**src/rtl/wb_retry_master.sv**
```systemverilog
// Wishbone single-cycle initiator for address-only control slaves that signal busy with RTY.
// Accepts one request at a time from a local command port and runs a classic Wishbone cycle.
// On RTY it releases the bus for BACKOFF cycles and retries, up to MAX_RETRY retries.
// If an attempt gets neither ACK nor RTY within TIMEOUT cycles, the request is aborted.
//
// Ports:
//   CLK_I, RST_I                      clock, synchronous active-high reset
//   req_valid_i/req_ready_o           command handshake (ready only in idle)
//   req_we_i, req_adr_i               command write flag and word address
//   ADR_O, CYC_O, STB_O, WE_O         Wishbone initiator outputs
//   ACK_I, RTY_I                      Wishbone slave responses
//   resp_valid_o                      one-cycle completion pulse
//   resp_status_o                     00 ok, 01 retries exhausted, 10 timeout
//   resp_retries_o                    number of RTYs received for the request
module wb_retry_master #(
  parameter int unsigned MAX_RETRY = 4,
  parameter int unsigned BACKOFF   = 2,
  parameter int unsigned TIMEOUT   = 16
) (
  input  logic        CLK_I,
  input  logic        RST_I,
  input  logic        req_valid_i,
  output logic        req_ready_o,
  input  logic        req_we_i,
  input  logic [29:0] req_adr_i,
  output logic [29:0] ADR_O,
  output logic        CYC_O,
  output logic        STB_O,
  output logic        WE_O,
  input  logic        ACK_I,
  input  logic        RTY_I,
  output logic        resp_valid_o,
  output logic [1:0]  resp_status_o,
  output logic [3:0]  resp_retries_o
);

  localparam logic [3:0] MaxRetry = 4'(MAX_RETRY);
  localparam logic [3:0] Backoff  = 4'(BACKOFF);
  localparam logic [7:0] TmoLast  = 8'(TIMEOUT - 1);

  localparam logic [1:0] StatusOk      = 2'b00;
  localparam logic [1:0] StatusRetries = 2'b01;
  localparam logic [1:0] StatusTimeout = 2'b10;

  typedef enum logic [1:0] {StIdle, StBus, StBackoff, StResp} state_e;

  state_e      state_q;
  logic [3:0]  retry_cnt_q;
  logic [7:0]  tmo_cnt_q;
  logic [3:0]  bo_cnt_q;
  logic        ready_q;
  logic        cyc_q;
  logic        we_q;
  logic [29:0] adr_q;
  logic        resp_valid_q;
  logic [1:0]  status_q;
  logic [3:0]  retries_q;

  // Retry count including the RTY being sampled now; saturates at 15.
  logic [3:0]  retry_inc;
  assign retry_inc = (retry_cnt_q == 4'hF) ? 4'hF : retry_cnt_q + 4'd1;

  always_ff @(posedge CLK_I) begin
    if (RST_I) begin
      state_q      <= StIdle;
      retry_cnt_q  <= 4'd0;
      tmo_cnt_q    <= 8'd0;
      bo_cnt_q     <= 4'd0;
      ready_q      <= 1'b0;
      cyc_q        <= 1'b0;
      we_q         <= 1'b0;
      adr_q        <= 30'd0;
      resp_valid_q <= 1'b0;
      status_q     <= 2'b00;
      retries_q    <= 4'd0;
    end else begin
      resp_valid_q <= 1'b0;
      unique case (state_q)
        StIdle: begin
          // ready_q is low for the first idle cycle after reset, so gate accept on it.
          if (req_valid_i && ready_q) begin
            adr_q       <= req_adr_i;
            we_q        <= req_we_i;
            retry_cnt_q <= 4'd0;
            tmo_cnt_q   <= 8'd0;
            cyc_q       <= 1'b1;
            ready_q     <= 1'b0;
            state_q     <= StBus;
          end else begin
            ready_q <= 1'b1;
          end
        end
        StBus: begin
          if (ACK_I) begin
            status_q     <= StatusOk;
            retries_q    <= retry_cnt_q;
            resp_valid_q <= 1'b1;
            cyc_q        <= 1'b0;
            state_q      <= StResp;
          end else if (RTY_I && (retry_cnt_q == MaxRetry)) begin
            status_q     <= StatusRetries;
            retries_q    <= retry_inc;
            resp_valid_q <= 1'b1;
            cyc_q        <= 1'b0;
            state_q      <= StResp;
          end else if (RTY_I) begin
            retry_cnt_q <= retry_inc;
            bo_cnt_q    <= Backoff;
            cyc_q       <= 1'b0;
            state_q     <= StBackoff;
          end else if (tmo_cnt_q == TmoLast) begin
            status_q     <= StatusTimeout;
            retries_q    <= retry_cnt_q;
            resp_valid_q <= 1'b1;
            cyc_q        <= 1'b0;
            state_q      <= StResp;
          end else begin
            tmo_cnt_q <= tmo_cnt_q + 8'd1;
          end
        end
        StBackoff: begin
          // Counter is loaded with BACKOFF, so leaving at 1 gives exactly BACKOFF idle cycles.
          if (bo_cnt_q <= 4'd1) begin
            tmo_cnt_q <= 8'd0;
            cyc_q     <= 1'b1;
            state_q   <= StBus;
          end else begin
            bo_cnt_q <= bo_cnt_q - 4'd1;
          end
        end
        StResp: begin
          ready_q <= 1'b1;
          state_q <= StIdle;
        end
        default: state_q <= StIdle;
      endcase
    end
  end

  assign req_ready_o    = ready_q;
  assign ADR_O          = adr_q;
  assign WE_O           = we_q;
  assign CYC_O          = cyc_q;
  assign STB_O          = cyc_q;
  assign resp_valid_o   = resp_valid_q;
  assign resp_status_o  = status_q;
  assign resp_retries_o = retries_q;

endmodule

```
**config.mk**
```make
export PLATFORM = sky130hd
export DESIGN_NAME = wb_retry_master
export DESIGN_NICKNAME = d
export VERILOG_FILES = /design/src/rtl/wb_retry_master.sv
export SDC_FILE = /design/constraint.sdc
export NUM_CORES = 1
export LEC_CHECK = 0
export ABC_CLOCK_PERIOD_IN_PS = 5900
export CAP_MARGIN = 20
export CELL_PAD_IN_SITES_DETAIL_PLACEMENT = 1
export CELL_PAD_IN_SITES_GLOBAL_PLACEMENT = 2
export CORE_MARGIN = 3
export CORE_UTILIZATION = 29
export CTS_CLUSTER_SIZE = 20
export DETAILED_ROUTE_END_ITERATION = 8
export PLACE_DENSITY_LB_ADDON = 0.25
export RECOVER_POWER = 100
export SETUP_SLACK_MARGIN = 0.3
export SLEW_MARGIN = 25
export SYNTH_ARGS = -nofsm -noshare
export SYNTH_HDL_FRONTEND = slang
export SYNTH_SLANG_ARGS = --single-unit
```
**constraint.sdc**
```tcl
create_clock -name CLK_I -period 5.9 [get_ports CLK_I]
set_clock_uncertainty 0.05 [all_clocks]
set_input_delay 0.885 -clock CLK_I [delete_from_list [all_inputs] [get_ports CLK_I]]
set_output_delay 0.885 -clock CLK_I [all_outputs]
set_load 0.005 [all_outputs]
```
**Run 1: drive-strength map**

(3 px per um)
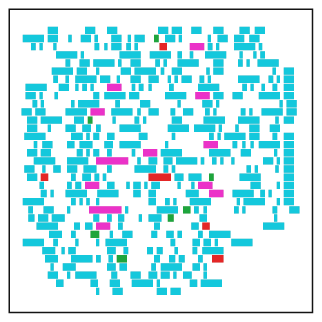
colour	size	cells	share
cyan	drive 1 or less	361	94%
magenta	drive 6 and up	12	3.1%
red	drive 3 to 4	5	1.3%
green	drive 2	7	1.8%
Signal buffers: 79
cell area after layout: 3600 sq um
synthesis-to-layout area growth: 38.7%
post-route setup slack: 3.03 ns

**Run 1: clock wiring as the flow saved it**

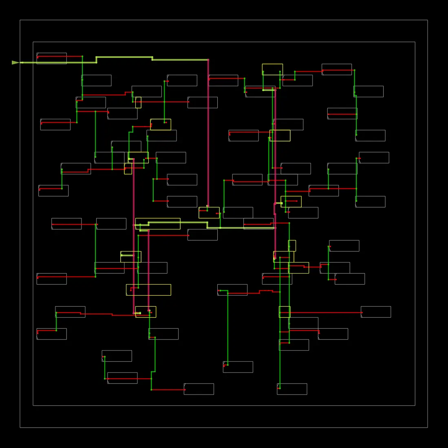
clk pwr: 418 uW
clkbuf count: 11
Num CTS Buffers: 9
seq_cells: 58

**Run 1: metal 3**

(4 px per um)
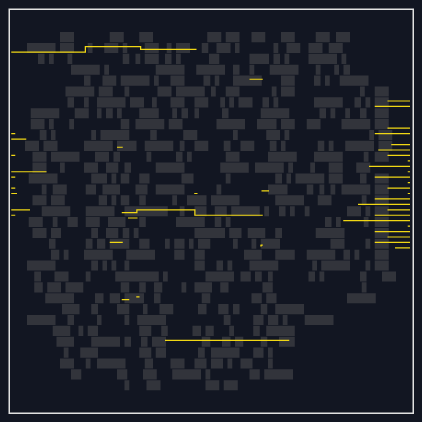
longest straight run	30.8 um
share of all routed wire	4.0%
nets with wire on the layer	37

==> flow_summary.ini, run 1 <==
; yosys + openroad results
[setup_path]
cp_data_arrival_time_ns = 3.09
end_kind = register
rrSetupSlack_ns = 3.33
worstPathMaxFanout = 8

[sta]
worstMarginPinSlew_ns = 1.46
relSlewSlack = 0.0263
drv_slew = 0
finalSetupViolCount = 0
timing.fmax_mhz = 348
post-route-min-period_ns = 2.87

[job]
drv_cap = 0
warnings = 32

[finish]
antenna_cells = 0
nNetsFinal = 426

[clock_network]
cts_max_level = 3
root_buffer = clkbuf_8
cts_buffer_depth = 2
clkTransAtPathRegs_ns = 0.07

[synth]
synthCells = 307
yosys_most_used_dff = dfxtp_1
ys_sh_adder = 0.0482
ys_sh_mux = 0.0198
syn_area_sq_um = 2600
yosys-stat-cells = 307
synth_cell_type_count = 51
ys_seq_share = 0.447

[run_status]
status = finished clean

[grt]
track_usage = 0.150
antenna_found_initial = 0
busiest_layer = met2
grt_pass1_wl_mm = 12.0

[detailed_routing]
drc_errors = 0
drt_iter0_markers = 50

[floorplanning]
fp_util = 0.307
chipArea_sq_um = 10100
num_io_pins = 77

[power_and_ir_drop]
pwr-share-seq = 0.353
p_int_uw = 912
comb_power_share = 0.351
run 1: through the flow:
step	area, sq um	instances	setup WS [ns]	hold slack, ns
after floorplan	2600	307	3.73	0.394
after global placement	3420	474	3.03	0.392
after detailed placement	3420	474	2.99	0.398
after CTS	3640	490	3.36	0.408
after global routing	3600	490	2.81	0.426
final	3600	490	3.03	0.403
run 1: area by class of cell:
cell class	instances	area [sq um]	share of cell area
Clock buffer	11	141	0.0393
Tap cell	105	131	0.0365
Sequential cell	58	1160	0.323
Inverter	8	30.0	0.00834
Multi-Input combinational cell	224	1280	0.357
Clock inverter	5	77.6	0.0216
Timing Repair Buffer	79	774	0.215
run 1: worst max path at each step:
stage / from / end / slack, ns
after floorplan: ACK_I / tmo_cnt_q[7]$_SDFFE_PP0P_ / 3.73
after global placement: req_valid_i / tmo_cnt_q[6]$_SDFFE_PP0P_ / 3.03
after detailed placement: req_valid_i / tmo_cnt_q[5]$_SDFFE_PP0P_ / 2.99
after CTS: req_valid_i / tmo_cnt_q[5]$_SDFFE_PP0P_ / 3.36
after global routing: RTY_I / retry_cnt_q[2]$_SDFFE_PP0P_ / 2.81
final: RTY_I / retry_cnt_q[2]$_SDFFE_PP0P_ / 3.03
run 1: synth_stat cells, drive strengths merged (3+ instances only):
cell type,n,area (sq um)
nand3,6,42.5
nor3,6,35.0
o21ai,5,32.5
nand2b,3,18.8
dfxtp,58,1160
or4,4,33.8
buf,5,30.0
nand4,5,31.3
clkbuf,12,55.1
nand2,73,274
mux2i,4,40.0
a211oi,4,35.0
a21o,3,22.5
and3,5,31.3
ha,10,125
a21oi,40,200
nor2,19,71.3
o211ai,4,30.0
nor2b,3,18.8
xor2,5,43.8
inv,8,30.0
run 1: power by group through the flow:
stage	logic [uW]	clock network, uW	registers [uW]
finish	494	418	498
global route	559	451	509
CTS	541	430	501
detailed placement	535	0	509
global placement	523	0	506
floorplan	354	0	503
run 1: layer usage:
layer,vias up,routed length (um)
li1,1199,-
met1,1116,3380
met2,45,3560
met3,12,296
met4,0,135
met5,-,0
run 1: worst max-delay path, cell delays in order:
cell and delay (ns):
dlygate4sd3_1 0.65, nand2b_1 0.10, o21ai_0 0.64, nand2_1 0.27, or3_1 0.41, a21oi_1 0.14
run 1: cell usage in the layout (no fill, tap or decap), drive strengths merged, types with 2 or more instances in the layout:
cell type | synthesis | routed
nand3 | 6 | 6
nor3 | 6 | 6
buf | 5 | 3
a21oi | 40 | 40
bufinv | 0 | 2
o21a | 2 | 2
o211ai | 4 | 4
clkbuf | 12 | 12
or4 | 4 | 4
or3 | 2 | 2
and3 | 5 | 5
nor2 | 19 | 19
inv | 8 | 8
o21ai | 5 | 5
xor2 | 5 | 5
xnor2 | 2 | 2
a211oi | 4 | 4
and3b | 2 | 2
dlygate4sd3 | 0 | 43
o31ai | 2 | 2
nand2 | 73 | 73
a21o | 3 | 3
ha | 10 | 10
clkinv | 0 | 2
nand4 | 5 | 5
nor2b | 3 | 3
mux2i | 4 | 4
clkdlybuf4s50 | 0 | 32
nand2b | 3 | 3
dfxtp | 58 | 58
==> run 2: changes to the inputs <==
Settings changed: ABC_CLOCK_PERIOD_IN_PS 5900 to 2450, CORE_UTILIZATION 29 to 24.
Clock period 5.9 ns to 2.45 ns, I/O delays scaled along.
**Run 2: drive-strength map**

(2 px per um)
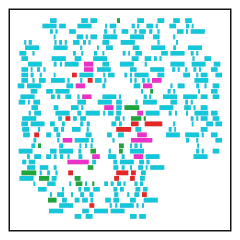
colour	size	cells	share
magenta	drive 6 and up	14	3.5%
green	drive 2	16	4.1%
cyan	drive 1 or less	351	89%
red	drive 3 to 4	14	3.5%

**Run 2: clock wiring as the flow saved it**

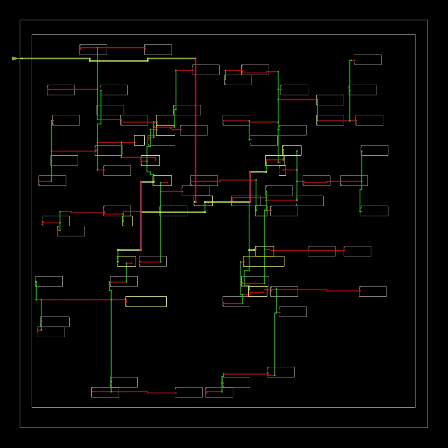
Clock Sinks: 58
insertion delay to the later sink of the worst-skew pair: 0.33 ns
clkbuf count: 10
clk pwr: 1020 uW

==> run 2 against run 1 <==
Synthesized area stayed put. Critical path depth is 2 higher. Register-to-register slack worse by 3.0 ns. Total power went up to 2.6 times the previous value. Final cell count is 8.4% higher. Largest power group is now combinational logic.
==> flow_summary.ini, run 2 <==
; yosys + openroad results
[run_status]
status = finished clean

[sta]
timing.fmax_mhz = 471
relSlewSlack = 0.547
finalSetupViolCount = 0

[setup_path]
slowest_stage = dfxtp_1
end_kind = register
crit_buf_inv = 2
cp_data_arrival_time_ns = 2.30
cp_top_family = AND-OR/OR-AND gates

[synth]
syn_area_sq_um = 2600
yosysTopAreaCell = dfxtp_1
top_cells_by_area = dfxtp_1, nand2_1, a21oi_1
synth_cell_type_count = 51
synthCells = 307

[clock_network]
cts_made_buffers = 9
clkTransAtPathRegs_ns = 0.07
cts_buffer_depth = 2
cts_max_level = 3

[finish]
area_delta_synth_final_pct = 45.0
final_common_cell = nand2_1

[job]
drv_cap = 0

[floorplanning]
num_io_pins = 77
chipArea_sq_um = 12100

[grt]
grt_pass1_wl_mm = 12.0

[power_and_ir_drop]
pwr-share-seq = 0.334
## run 2: cell families (layout without fill, tap and decap cells)
kind of cell,after synthesis,count (layout),share of synthesized area
compound gates,71,71,0.181
xor+xnor,7,7,0.0236
fa+ha+maj,10,10,0.0482
buf+inv,25,113,0.0443
flops,58,58,0.447
mux,5,5,0.0198
simple gates,131,131,0.236
## run 2: power by group through the flow
stage	clock [uW]	combinational, uW	sequential [uW]
3_3_place_gp	0	1340	1220
6_report	1020	1380	1200
3_5_place_dp	0	1360	1230
2_1_floorplan	0	852	1210
5_1_grt	1110	1550	1230
4_1_cts	1060	1370	1210
## run 2: tightest hold or removal path: stages, from the launching register on
cell and delay [ns]:
dfxtp_1 0.31, nand2_1 0.05, a21oi_1 0.05
## run 2: through the flow
step            util  cells  hold WS (ns)
6_report       0.361    531         0.403
5_1_grt        0.361    531         0.426
4_1_cts        0.357    526         0.410
3_5_place_dp   0.336    510         0.399
3_3_place_gp   0.336    510         0.391
2_1_floorplan      -    307         0.394
## run 2: final timing paths
check | to | cells after the start | slack (ns)
hold reg to reg | ADR_O[19]$_SDFFE_PP0P_ | 2 | 0.40
setup / recovery | bo_cnt_q[1]$_SDFFE_PP0P_ | 8 | 0.33
hold / removal | ADR_O[19]$_SDFFE_PP0P_ | 2 | 0.40
setup reg to reg | bo_cnt_q[1]$_SDFFE_PP0P_ | 8 | 0.33
## run 2: repair_timing
action,CTS,global route
setup buffers,0,5
setup endpoints to repair,1,5
hold endpoints to repair,0,0
resized,1,12
pin swaps,0,4
## run 2: area by class of cell
cell class / count / area, sq um / area share
Clock inverter: 6 / 88.8 / 0.0236
Inverter: 8 / 30.0 / 0.00798
Timing Repair Buffer: 89 / 843 / 0.224
Multi-Input combinational cell: 224 / 1330 / 0.353
Sequential cell: 58 / 1160 / 0.309
Clock buffer: 10 / 138 / 0.0366
Tap cell: 136 / 170 / 0.0452
## run 2: metal layers
layer / routed length [um] / track usage / vias up
li1: - / - / 1221
met1: 3420 / 0.165 / 1135
met2: 3650 / 0.202 / 48
met3: 368 / 0.0332 / 7
met4: 65 / 0.0427 / 0
met5: 0 / 0 / -
Power is estimated from default activity; no workload was simulated.
